Design mem_responder_flat, sky130hd; sources not shown.
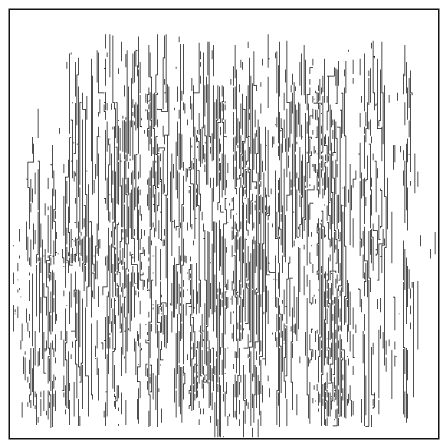
Fig. 1. Met2 routing.
main direction: vertical
share of all routed wire: 49%
longest straight run: 53.7 um
wire length on this layer: 12300 um
GR Util met2: 46.6%
drt total wl: 25200 um
Vias: 6328

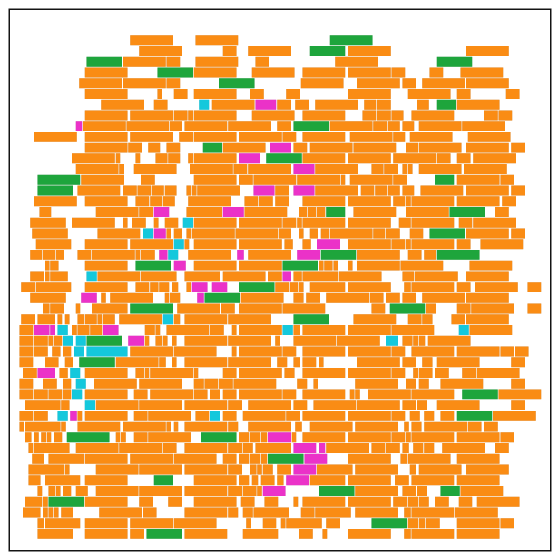
Fig. 2. Sizing map.
| color | size | cells | most used |
|---|---|---|---|
| orange | x1 and smaller | 644 | edfxtp_1 |
| green | x6 and larger | 38 | clkbuf_16 |
| cyan | x3 and x4 | 21 | buf_4 |
| magenta | x2 | 33 | o41ai_2 |
setup ws final: 3310 ps
Non-CTS buffers: 44
final instance area: 12900 sq um
area delta synth->final: 12.3%

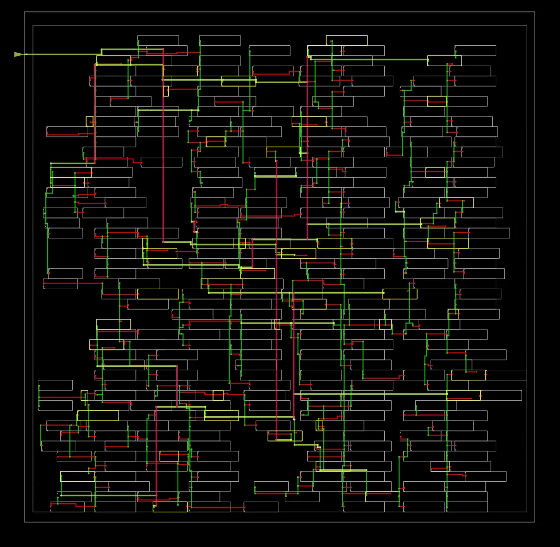
Fig. 3. Clock routing.
CTS Buf Count: 27
Power Clock: 0.00161 W
final setup skew: 15.9 ps
clk sink count: 283

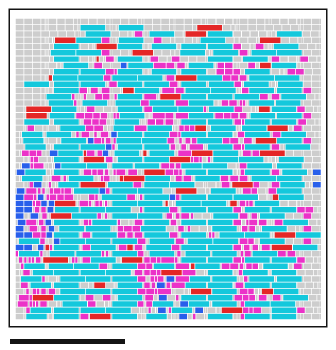
Fig. 4. Placed cells, one color a class.
The bar under the picture is 50 um long. Fill, decap, tap and diode cells in gray.
| color | class | cells | share of their area |
|---|---|---|---|
| cyan | registers | 283 | 66% |
| blue | remaining buffers and delay cells | 44 | 3.2% |
| red | clock drivers and dummy loads | 49 | 7.7% |
| magenta | remaining logic cells | 360 | 23% |
Seq area share: 64.9%
Util after Layout: 74.5%
Cell Rows: 48
Core Area: 17300 sq um

==> metrics.cfg <==
[power_and_ir_drop]
leakage_nw = 4.59
switching_share_pct = 32.1
power_density_nw_per_um2 = 430
comb_power_share_pct = 28.8
max-vdd-ir-drop_v = 0.000337
intPower_w = 0.00376
p_seq_share_pct = 42.2
p_clk_share_pct = 29.1
p_total_w = 0.00554
power.switching_w = 0.00178

[synthesis]
top_area_cell = edfxtp_1
ys_area_sq_um = 11500
netlist_area_sq_um = 11500
syn_inst = 679
yosys-top-cells-count = edfxtp_1 (256), mux2i_1 (129), nor2_1 (41)
synth_warnings = 0
top_cell = edfxtp_1
synth_top_area_share_pct = 67.0
syn_avg_cell_area_sq_um = 16.9
synth_stat.cells = 679
synth_flops = 283
ys_seq_share_pct = 72.9
fp_nets = 700
synth.distinct_cells = 43
yosys_most_used_dff = edfxtp_1
edf_count = 256
synthArstFlopShare_pct = 9.54
synthTopCellsByArea = edfxtp_1 (67%), mux2i_1 (11%), dfrtp_1 (5.9%), a22oi_1 (2.1%), nor2_1 (1.3%)

[drt]
remaining_drc_errors = 0
wl_per_cell_um = 26.2
drt_pass1_iterations = 6
final_antenna_net_count = 0
viasPerCell = 6.58
drt_first_iter_violations = 780

[final_layout]
n_fill_cell = 995
largest_reg_flops = 256
final_common_cell = edfxtp_1
nNetsFinal = 737
drive_above_1_share_pct = 12.5
final_cell_mix = edfxtp_1 (256), mux2i_1 (129), nor2_1 (40), a22oi_1 (32), nand2_1 (28)

[critical_path]
critical_path.max_fanout = 21
crit_cells = 5
path_cells = clkdlybuf4s50_1, and4bb_2, mux2i_1, nand2_1, nor2_1
slowest_stage = and4bb_2
r2r_slack_ps = 3500
required_ps = 6910
crit_path_end_kind = register
path_class = primary input to register
reg2reg_depth = 6
cp.arrival_ps = 3600
cp-start-kind = primary input
crit_family = simple AND/OR/NAND/NOR gates
critPathMaxStageDelay_ps = 560
path_buffers = 1

[sta]
maxSlewHeadroom_pct = 44.8
finalHoldViolations = 0
finalSetupTns_ps = 0
rsz0062_at_grt = no
finalClockPeriodUsage_pct = 50.9
slew_viol_final = 0
worstMarginPinSlew_ps = 828
setup_viol = 0
clock.fmax_ghz = 0.291
period_minus_slack_ps = 3440

[placement]
hpwl_um = 15300
numPortBuffers = 27
gp_congestion = 0.875

[global_route]
grt_antenna_before_repair = 2
grt_max_degree = 50
grt.total_usage_pct = 28.3
grt_first_pass_wirelength_um = 38200
grt_pass1_vias = 6461
grt-ovfl-total = 0

[clock_network]
cts_tree = yes
ctsHtreeMaxLevel = 1
clockBufferDepth = 3
clk_pin_slew_ps = 60
cts_root_buf = clkbuf_16
clk_latency_ps = 540

[floorplanning]
ios = 28
fp-utilization_pct = 66.4
die_x_um = 137
chip_area_sq_um = 18700
die_h_um = 137

[min_path]
hold_path.class = register to register
hold_depth = 2

[flow_run]
warning_count = 27
drv_cap = 0

[run_status]
status = completed

-- power groups by stage --
stage	registers, W	logic [W]	clock network (W)
after floorplan	0.00229	0.00121	0
after global placement	0.00235	0.00149	0
after detailed placement	0.00236	0.00155	0
after CTS	0.00233	0.00157	0.00162
after global routing	0.00236	0.00168	0.00169
final	0.00234	0.00159	0.00161
-- through the flow --
step	hold slack, ps	util [%]	setup slack, ps	std cells	area, sq um
2_1_floorplan	473	-	3710	679	11500
3_3_place_gp	470	68.8	2880	911	11900
3_5_place_dp	472	68.9	2830	912	11900
4_1_cts	492	74.5	3370	961	12900
5_1_grt	521	74.5	3170	961	12900
6_report	488	74.5	3310	962	12900
-- final cells by class --
class	instances	area, sq um	area share [%]
flip-flops and latches	283	8370	64.9
diodes	1	2.50	0.0194
repair buffers	44	398	3.09
clock inverters	13	199	1.54
inverters	9	33.8	0.262
well taps	225	282	2.19
clock buffers	36	769	5.97
multi-input cells	351	2830	22.0
-- routing by layer --
| metal | wire [um] | GRT usage (%) |
|---|---|---|
| met5 | 0 | 0 |
| met4 | 832 | 10.3 |
| met3 | 2430 | 6.26 |
| met1 | 9630 | 37.8 |
| met2 | 12300 | 46.6 |
-- kinds of logic (layout without fill, tap and decap cells) --
kind of cell / Yosys count / count (layout) / share of synthesized area (%)
other cells: 0 / 1 / 0
simple gates: 97 / 97 / 3.92
fa+ha+maj: 4 / 4 / 0.436
compound gates: 109 / 109 / 7.94
xor+xnor: 5 / 5 / 0.382
flops: 283 / 283 / 72.9
mux: 136 / 136 / 11.9
buf+inv: 45 / 102 / 2.52
-- worst min-delay path, cell delays in order (launching register included) --
cell     delay, ps
dfrtp_1        350
nand2_1         60
o41ai_2         50
No activity file was given, so power comes from the tool's default toggle rates.
